[config.mk]
export PLATFORM = sky130hd
export DESIGN_NAME = seg7_multi_display
export DESIGN_NICKNAME = d
export VERILOG_FILES = /design/src/rtl/seg7_multi_display.sv
export SDC_FILE = /design/constraint.sdc
export NUM_CORES = 1
export LEC_CHECK = 0
export CORE_ASPECT_RATIO = 0.9
export CORE_MARGIN = 3
export CORE_UTILIZATION = 51
export DETAILED_ROUTE_END_ITERATION = 8
export GPL_ROUTABILITY_DRIVEN = 0
export PLACE_DENSITY = 0.84
export SYNTH_ARGS = -nofsm -noshare
export SYNTH_HDL_FRONTEND = slang
export SYNTH_SLANG_ARGS = --single-unit
[constraint.sdc]
create_clock -name clk -period 2.8 [get_ports clk]
set_clock_uncertainty 0.05 [all_clocks]
set_input_delay 0.84 -clock clk [delete_from_list [all_inputs] [get_ports clk]]
set_output_delay 0.84 -clock clk [all_outputs]
set_load 0.1 [all_outputs]
[src/rtl/seg7_multi_display.sv]
// N-digit active-low 7-segment controller: latches a value, shows it in hex or decimal
// (sequential double-dabble), with leading-zero blanking, decimal points and overflow dashes.
// Optional per-digit blinking is compiled in when SEG7_BLINK_EN is defined.
module seg7_multi_display #(
    parameter int NUM_DIGITS = 6,
    parameter int DATA_W     = 20,
    parameter int BLINK_DIV  = 25_000_000
) (
    input  logic                    clk,
    input  logic                    rst,
    input  logic                    load_i,
    input  logic [DATA_W-1:0]       data_i,
    input  logic                    mode_i,
    input  logic                    lzb_i,
    input  logic [NUM_DIGITS-1:0]   dp_i,
`ifdef SEG7_BLINK_EN
    input  logic [NUM_DIGITS-1:0]   blink_i,
`endif
    output logic                    busy_o,
    output logic                    done_o,
    output logic                    ovf_o,
    output logic [8*NUM_DIGITS-1:0] seg_o
);

    localparam int BCD_W = 4*NUM_DIGITS + 4;
    localparam int EXT_W = 4*NUM_DIGITS + DATA_W;
    localparam int CNT_W = $clog2(DATA_W);
    localparam logic [CNT_W-1:0] CNT_LAST = CNT_W'(DATA_W - 1);

    if (NUM_DIGITS < 1 || NUM_DIGITS > 8 || DATA_W < 4 || DATA_W > 32 || BLINK_DIV < 1) begin : g_param_check
        $error("seg7_multi_display: parameter out of range");
    end

    typedef enum logic [1:0] {S_IDLE, S_CONVERT, S_UPDATE} state_t;

    state_t                  r_state;
    logic [DATA_W-1:0]       r_data;
    logic                    r_mode;
    logic                    r_lzb;
    logic [NUM_DIGITS-1:0]   r_dp;
    logic [BCD_W-1:0]        r_bcd;
    logic                    r_bcd_lost;
    logic [CNT_W-1:0]        r_cnt;
    logic [8*NUM_DIGITS-1:0] r_seg;
    logic                    r_done;
    logic                    r_ovf;

    logic [BCD_W-1:0]        w_bcd_adj;
    logic [EXT_W-1:0]        w_data_ext;
    logic [4*NUM_DIGITS-1:0] w_nib_flat;
    logic [NUM_DIGITS-1:0]   w_blank;
    logic                    w_ovf;
    logic [8*NUM_DIGITS-1:0] w_seg_new;

    function automatic logic [6:0] f_glyph(input logic [3:0] n);
        logic [6:0] g;
        case (n)
            4'h0: g = 7'b1000000;
            4'h1: g = 7'b1111001;
            4'h2: g = 7'b0100100;
            4'h3: g = 7'b0110000;
            4'h4: g = 7'b0011001;
            4'h5: g = 7'b0010010;
            4'h6: g = 7'b0000010;
            4'h7: g = 7'b1111000;
            4'h8: g = 7'b0000000;
            4'h9: g = 7'b0011000;
            4'hA: g = 7'b0001000;
            4'hB: g = 7'b0000011;
            4'hC: g = 7'b1000110;
            4'hD: g = 7'b0100001;
            4'hE: g = 7'b0000110;
            default: g = 7'b0001110;
        endcase
        return g;
    endfunction

    function automatic logic [BCD_W-1:0] f_add3(input logic [BCD_W-1:0] b);
        logic [BCD_W-1:0] r;
        r = b;
        for (int i = 0; i < NUM_DIGITS + 1; i++) begin
            if (r[4*i +: 4] >= 4'd5) r[4*i +: 4] = r[4*i +: 4] + 4'd3;
        end
        return r;
    endfunction

    assign w_bcd_adj  = f_add3(r_bcd);
    assign w_data_ext = {{(4*NUM_DIGITS){1'b0}}, r_data};
    assign w_nib_flat = r_mode ? r_bcd[4*NUM_DIGITS-1:0] : w_data_ext[4*NUM_DIGITS-1:0];

    // A carry out of the top BCD digit means the value exceeded even the spare digit.
    assign w_ovf = r_mode ? ((|r_bcd[BCD_W-1:4*NUM_DIGITS]) | r_bcd_lost)
                          : (|w_data_ext[EXT_W-1:4*NUM_DIGITS]);

    for (genvar gi = 0; gi < NUM_DIGITS; gi++) begin : g_digit
        if (gi == 0) begin : g_first
            assign w_blank[gi] = 1'b0;
        end else begin : g_upper
            assign w_blank[gi] = r_lzb && ~|w_nib_flat[4*NUM_DIGITS-1:4*gi];
        end
        assign w_seg_new[8*gi +: 8] = w_ovf ? 8'hBF
            : {~r_dp[gi], w_blank[gi] ? 7'h7F : f_glyph(w_nib_flat[4*gi +: 4])};
    end

    always_ff @(posedge clk) begin
        if (rst) begin
            r_state    <= S_IDLE;
            r_data     <= '0;
            r_mode     <= 1'b0;
            r_lzb      <= 1'b0;
            r_dp       <= '0;
            r_bcd      <= '0;
            r_bcd_lost <= 1'b0;
            r_cnt      <= '0;
            r_seg      <= '1;
            r_done     <= 1'b0;
            r_ovf      <= 1'b0;
        end else begin
            r_done <= 1'b0;
            case (r_state)
                S_IDLE: begin
                    if (load_i) begin
                        r_data     <= data_i;
                        r_mode     <= mode_i;
                        r_lzb      <= lzb_i;
                        r_dp       <= dp_i;
                        r_bcd      <= '0;
                        r_bcd_lost <= 1'b0;
                        r_cnt      <= '0;
                        r_state    <= mode_i ? S_CONVERT : S_UPDATE;
                    end
                end
                S_CONVERT: begin
                    // r_data doubles as the binary shift register in decimal mode.
                    r_bcd      <= {w_bcd_adj[BCD_W-2:0], r_data[DATA_W-1]};
                    r_bcd_lost <= r_bcd_lost | w_bcd_adj[BCD_W-1];
                    r_data     <= {r_data[DATA_W-2:0], 1'b0};
                    r_cnt      <= r_cnt + CNT_W'(1);
                    if (r_cnt == CNT_LAST) r_state <= S_UPDATE;
                end
                S_UPDATE: begin
                    r_seg   <= w_seg_new;
                    r_ovf   <= w_ovf;
                    r_done  <= 1'b1;
                    r_state <= S_IDLE;
                end
                default: r_state <= S_IDLE;
            endcase
        end
    end

    assign busy_o = (r_state != S_IDLE);
    assign done_o = r_done;
    assign ovf_o  = r_ovf;

`ifdef SEG7_BLINK_EN
    localparam int BCW = $clog2(BLINK_DIV + 1);
    localparam logic [BCW-1:0] BLINK_LAST = BCW'(BLINK_DIV - 1);

    logic [BCW-1:0] r_blink_cnt;
    logic           r_blink_off;

    always_ff @(posedge clk) begin
        if (rst) begin
            r_blink_cnt <= '0;
            r_blink_off <= 1'b0;
        end else if (r_blink_cnt == BLINK_LAST) begin
            r_blink_cnt <= '0;
            r_blink_off <= ~r_blink_off;
        end else begin
            r_blink_cnt <= r_blink_cnt + BCW'(1);
        end
    end

    for (genvar gi = 0; gi < NUM_DIGITS; gi++) begin : g_blink
        assign seg_o[8*gi +: 8] = (r_blink_off && blink_i[gi]) ? 8'hFF : r_seg[8*gi +: 8];
    end
`else
    assign seg_o = r_seg;
`endif

endmodule

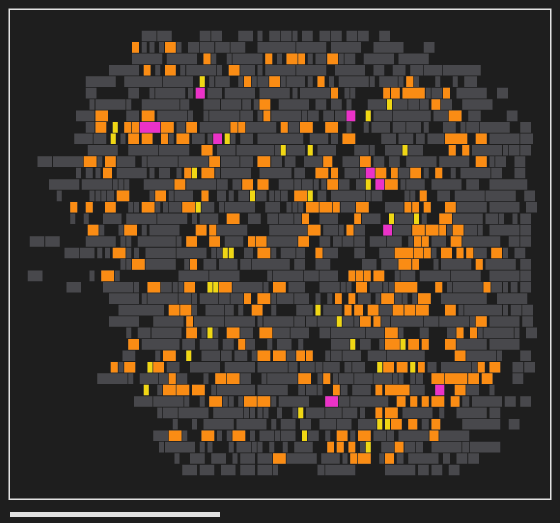
Fig. 1. Gate families picked out (run 1).
The bar under the picture is 50 um long.
legend:
  inverting AOI/OAI gates:
    color: orange
    cells: 223
  inverters:
    color: yellow
    cells: 35
  AND and OR gates:
    color: magenta
    cells: 9
Comb/total area: 50.4%
Commonest Layout Cell: dfxtp_1

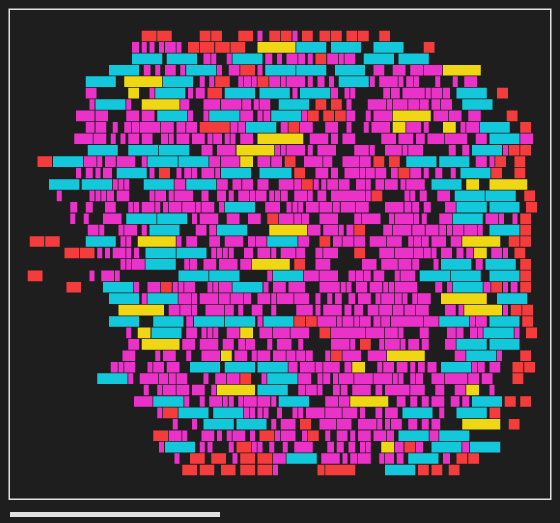
Fig. 2. Cells colored by class (run 1).
The bar under the picture is 50 um long.
legend:
  other buffers and delay cells:
    color: red
    cells: 112
  clock drivers and dummy loads:
    color: yellow
    cells: 32
  flops:
    color: cyan
    cells: 114
  combinational and other logic:
    color: magenta
    cells: 667
FP Rows: 39
Final Instance Area: 8410 um^2

==> deck_impl_summary.md, run 1 <==
Synthesis and Place & Route Summary

Global route
  – Global route hottest layer: met2
  – GRT met1 Usage: roughly a third
  – GR met3 Demand/Resource: between 6 and 7%
  – GR Overflow Total: 0
  – All-Layer GR Usage: 24.7%
  – Vias in the first global route: 6025
  – Largest net degree at the start of global routing: just over 100

Run status
  – Outcome: complete, no violations

CTS
  – CTS Buffer Depth: 2
  – Hold-fix buffers, CTS: 0
  – Postcts setup bufs: 0
  – Gates resized, CTS repair: 0
  – Root buf cell: clkbuf_16

Finish
  – ANT cells: 0
  – Area grow syn2layout: 21.8%
  – Share of cells above drive strength 1: around 16%

STA
  – Fin crit share: between 90 and 100%
  – Setup violators final: 0
  – Final hold vios: 0
  – Max Freq: slightly below 400 MHz
  – Unrepaired setup endpoints after global routing: false

Critical path
  – Worst Path Class, Setup: reg -> reg
  – Critical path endpoint category: flip-flop
  – Worst R2R Path Depth: 8
  – Max Fanout on Critical Path: 13

Synthesis
  – Mean Syn Cell Area: 8.20 um^2
  – Area leader, netlist: dfxtp_1
  – Number of enable flip-flop cells: 0
  – Cell Type Count: between 60 and 70
  – Yosys stat chip area: slightly below 7000 um^2
  – Top area contributor share: 33.1%

Pwr
  – PD cells: approximately 670 nW/um^2
  – Leak: ~0.0034 uW
  – Worst vdd ir: roughly 490 uV

Routing
  – Initial drt markers: around 740
  – WL final: around 19000 um
  – Via total after detailed routing: ~6600

Hold path
  – Hold Crit Start: r_dp[4]

Place
  – Input/output buffers: between 80 and 90

Die
  – Floorplan utilization: between 50% and 60%
  – Core area: 13000 um^2
  – Die H: approximately 120 um
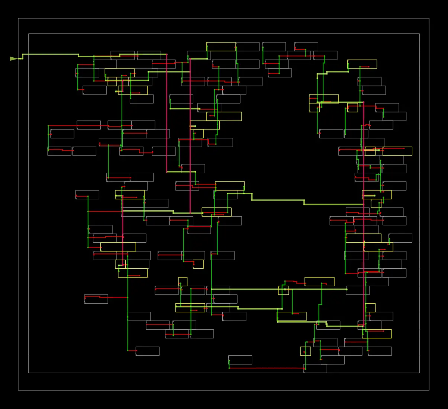
Fig. 3. Clock nets (run 1).
seq_cells: 114
clock latency on the worst-skew pair: 0.44 ns

## run 1: sequential cells by signal, indices dropped and copies added (netlist names)
register / count
r_lzb: 1
r_state: 2
ovf_o: 1
r_cnt: 5
done_o: 1
seg_o: 48
r_bcd_lost: 1
r_bcd: 28
r_mode: 1
r_data: 20
r_dp: 6
## run 1: cell usage after synthesis (all sizes together), types with 17 or more instances
cell    number
o21ai       33
ha          46
nor2       106
a21oi       45
dfxtp      114
nand2b      17
mux2i       24
a32oi       17
o211ai      19
clkbuf      40
nand2      109
buf         21
inv         35
a311oi      24
## run 1: kinds of logic after synthesis
family	count (synthesis)	share of synthesized area, %
xor gates and xnor gates	14	1.78
muxes	37	5.98
DFF	114	33.1
buffers and inverters	96	5.82
and+or+nand+nor	280	18.0
adders and majority gates	46	8.34
AOI/OAI and AO/OA	255	27.0
## run 1: placed cells by master (no fill, tap or decap), drive strengths merged, types with 19 or more instances in the layout
| cell type | netlist | routed |
|---|---|---|
| nand2 | 109 | 109 |
| ha | 46 | 46 |
| o211ai | 19 | 19 |
| inv | 35 | 44 |
| dfxtp | 114 | 114 |
| a311oi | 24 | 24 |
| a21oi | 45 | 45 |
| o21ai | 33 | 33 |
| mux2i | 24 | 24 |
| buf | 21 | 83 |
| clkdlybuf4s50 | 0 | 29 |
| nor2 | 106 | 106 |
## run 1: worst max path at each step
| stage | from | endpoint | cells past startpoint |
|---|---|---|---|
| finish | r_mode | seg_o[17] | 8 |
| CTS | r_mode | seg_o[17] | 8 |
| global placement | r_mode | seg_o[14] | 8 |
| floorplan | r_mode | seg_o[3] | 11 |
| detailed placement | r_mode | seg_o[17] | 8 |
| global route | r_mode | seg_o[20] | 8 |
## run 1: area by class of cell
class | instances | area (um^2) | share of cell area, %
Clock buffer | 17 | 425 | 5.06
Multi-Input combinational cell | 632 | 4230 | 50.4
Clock inverter | 15 | 193 | 2.29
Inverter | 35 | 131 | 1.56
Tap cell | 164 | 205 | 2.44
Timing Repair Buffer | 112 | 936 | 11.1
Sequential cell | 114 | 2280 | 27.2
## run 1: critical path: stages, from the launching register on
cell,delay (ns)
dfxtp_2,0.47
buf_4,0.22
mux2i_1,0.28
ha_1,0.26
and3_1,0.21
o211ai_2,0.17
nor4_4,0.51
a2111oi_0,0.15
o21bai_1,0.16
## run 1: power by group
group	internal, uW	total [uW]	leakage, uW	switching, uW
registers	1730	1840	0.000932	110
clock network	1420	2290	0.000297	866
logic	447	1460	0.00213	1010
total	3600	5590	0.00336	1990
## run 1: metal layers
layer	vias to the layer above	share of wire, %
met1	3136	46
met2	280	44
met4	0	1.8
met5	-	0
li1	3196	-
met3	35	7.9
## run 1: through the flow
step | total power [uW] | worst slack (ns) | std cells | hold slack (ns) | area (um^2)
CTS | 5590 | 0.239 | 1089 | 0.406 | 8410
detailed placement | 3310 | 0.250 | 1057 | 0.398 | 7790
finish | 5590 | 0.241 | 1089 | 0.405 | 8410
global route | 5790 | 0.0696 | 1089 | 0.438 | 8410
floorplan | 2940 | 0.0582 | 842 | 0.386 | 6900
global placement | 3290 | 0.330 | 1057 | 0.392 | 7790
==> inputs of run 2 (changes only) <==
--- a/config.mk
+++ b/config.mk
@@ -11,6 +11,7 @@
 export DETAILED_ROUTE_END_ITERATION = 8
 export GPL_ROUTABILITY_DRIVEN = 0
 export PLACE_DENSITY = 0.84
+export REMOVE_ABC_BUFFERS = 1
 export SYNTH_ARGS = -nofsm -noshare
 export SYNTH_HDL_FRONTEND = slang
 export SYNTH_SLANG_ARGS = --single-unit
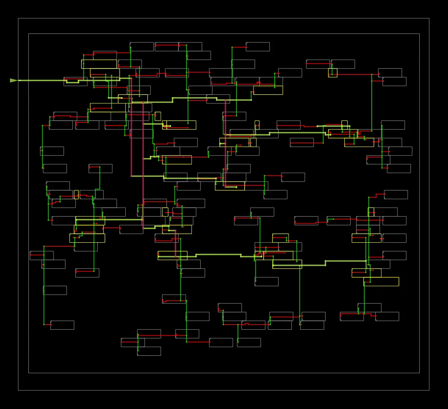
Fig. 4. Clock nets (run 2).
CTS Sinks: 114
Clock Power: 2260 uW
clock latency on the worst-skew pair: 0.42 ns
CTS Buf Count: 17

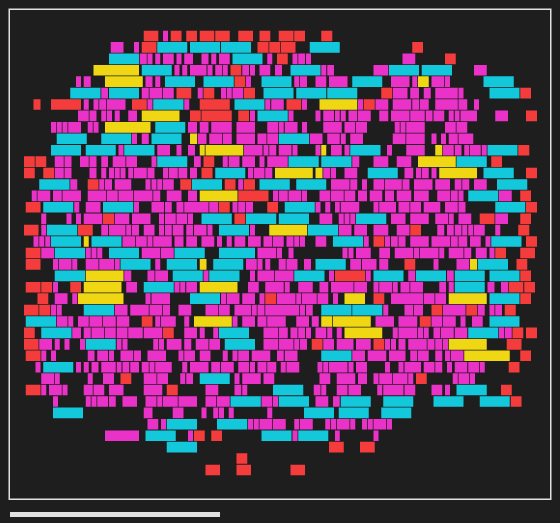
Fig. 5. Cells colored by class (run 2).
The bar under the picture is 50 um long.
legend:
  other buffers and delay cells:
    color: red
    cells: 112
  clock drivers and dummy loads:
    color: yellow
    cells: 32
  combinational and other logic:
    color: magenta
    cells: 667
  flops:
    color: cyan
    cells: 114
core area: 13000 um^2
Final Util: 65.0%

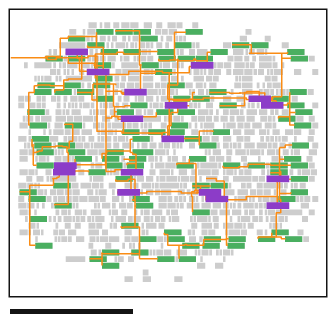
Fig. 6. Routed clock nets over the placement (run 2).
The bar under the picture is 50 um long.
legend:
  clock drivers:
    color: purple
    count: 17
  flip-flops:
    color: green
    count: 114
  clock wires:
    color: orange
    length: 1500 um
routed clock nets: 18
flops lie: spread over the die
Clock power frac: 40.5%

==> run 2 against run 1 <==
Compared with the run above:
- register-to-register slack worse by 0.06 ns
- cell count unchanged
- sequential share of layout area down 0.075 points
- non-clock buffer count unchanged
- highest routed layer unchanged
- count of clock-buffer cells in the layout up 4
- sequential cell count unchanged
- critical path depth up 2
- sequential power about the same
- combinational power about the same
- area after synthesis unchanged
- clock power about the same
==> deck_impl_summary.md, run 2 <==
Synthesis and Place & Route Summary

Run status
  – Outcome: complete, no violations

STA
  – Setup violators final: 0
  – Final worst slack: about 0.18 ns
  – Final hold vios: 0
  – Fin crit share: between 90% and 100%
  – Slew HR: 60.8%
  – Hold_ws: 0.404 ns
  – Max Freq: ~380 MHz
  – Setup_tns: 0 ns

Place
  – Post-place setup slack: approximately 0.19 ns
  – Input/output buffers: between 80 and 90
  – DP Cell Count: 1055
  – Placed cell areas: between 7000 and 8000 um^2

Global route
  – GR Overflow Total: 0
  – Vias in the first global route: approximately 6100
  – All-Layer GR Usage: between 20% and 30%
  – Largest net degree at the start of global routing: 101

Finish
  – Layout Cells excl Fill: 1089
  – ANT cells: 0
  – Share of cells above drive strength 1: between 15 and 20%
  – Final Instance Area: about 8400 um^2
  – Largest register FFs: 48
  – Most common logic cells in the final layout: dfxtp_1 (113), nand2_1 (109), nor2_1 (104)
  – Commonest Layout Cell: dfxtp_1
  – Area grow syn2layout: 22.3%

Routing
  – Via total after detailed routing: 6639
  – WL final: 18700 um

Pwr
  – PD cells: about 660 nW/um^2
  – Leak: between 0.003 and 0.004 uW
  – Worst vdd ir: between 500 and 600 uV

Synthesis
  – Yosys stat chip area: around 7000 um^2
  – Mean Syn Cell Area: roughly 8 um^2
  – Count leader, synth: dfxtp_1
  – Top area contributor share: about a third
  – Top cells by count, synth: dfxtp_1 (114), nand2_1 (109), nor2_1 (105)
  – Area leader, netlist: dfxtp_1
  – Cell Type Count: approximately 67

CTS
  – Root buf cell: clkbuf_16
  – Hold-fix buffers, CTS: 0

Critical path
  – Critical path endpoint category: flip-flop
  – Max Fanout on Critical Path: about 50
  – Worst Path Class, Setup: reg -> reg

Die
  – FP Rows: 39
==> run 2: power breakdown <==
part,internal [uW],switching [uW]
Combinational,454,1020
Clock,1500,756
Sequential,1730,107
==> run 2: layout make-up <==
| type | instances | area (um^2) | share of cell area (%) |
|---|---|---|---|
| tap | 164 | 205 | 2.43 |
| sequential | 114 | 2290 | 27.1 |
| clock inverter | 11 | 160 | 1.90 |
| inverter | 35 | 131 | 1.56 |
| multi-input combinational | 632 | 4230 | 50.2 |
| timing repair buffer | 112 | 973 | 11.5 |
| clock buffer | 21 | 450 | 5.34 |
==> run 2: stage by stage <==
step / util (%) / total power, uW
floorplan: - / 2900
global placement: 60.2 / 3300
detailed placement: 60.2 / 3320
CTS: 64.9 / 5560
global route: 65.0 / 5770
finish: 65.0 / 5570
==> run 2: repair_timing <==
item	in CTS	in global routing
endpoints found under the setup margin	0	12
buffers inserted	0	2
gates resized	0	1
==> run 2: worst max-delay path: stages (launching register included) <==
cell       delay (ns)
dfxtp_4          0.45
buf_12           0.27
and2_1           0.22
inv_1            0.10
ha_1             0.26
and3_1           0.21
o211ai_2         0.17
nor4_4           0.09
buf_4            0.19
a2111oi_2        0.34
o21bai_1         0.13
==> run 2: routing by layer <==
metal,routed length [um],track usage [%],vias up,share of wire (%)
met5,0,0,-,0
met4,433,8.26,0,2.3
met3,1290,5.35,39,6.9
met2,8780,40.7,274,47
met1,8220,32.8,3124,44
li1,-,-,3202,-
==> run 2: cells by family after synthesis <==
group,count (synthesis),share of synthesized area [%]
flip-flops,114,33.1
XOR/XNOR,14,1.78
multiplexers,37,5.98
AND-OR/OR-AND,255,27.0
adder cells (fa/ha/maj),46,8.34
AND/OR/NAND/NOR,280,18.0
buffers and inverters,96,5.82
==> run 2: final timing paths <==
check	startpoint	end	slack, ns	cells after the start
setup reg to reg	r_mode	seg_o[18]	0.18	10
hold / removal	r_dp[5]	r_dp[5]	0.40	2
hold reg to reg	r_dp[5]	r_dp[5]	0.40	2
setup / recovery	r_mode	seg_o[18]	0.18	10
Power figures rest on the tool's default switching activity, not on a simulated workload.
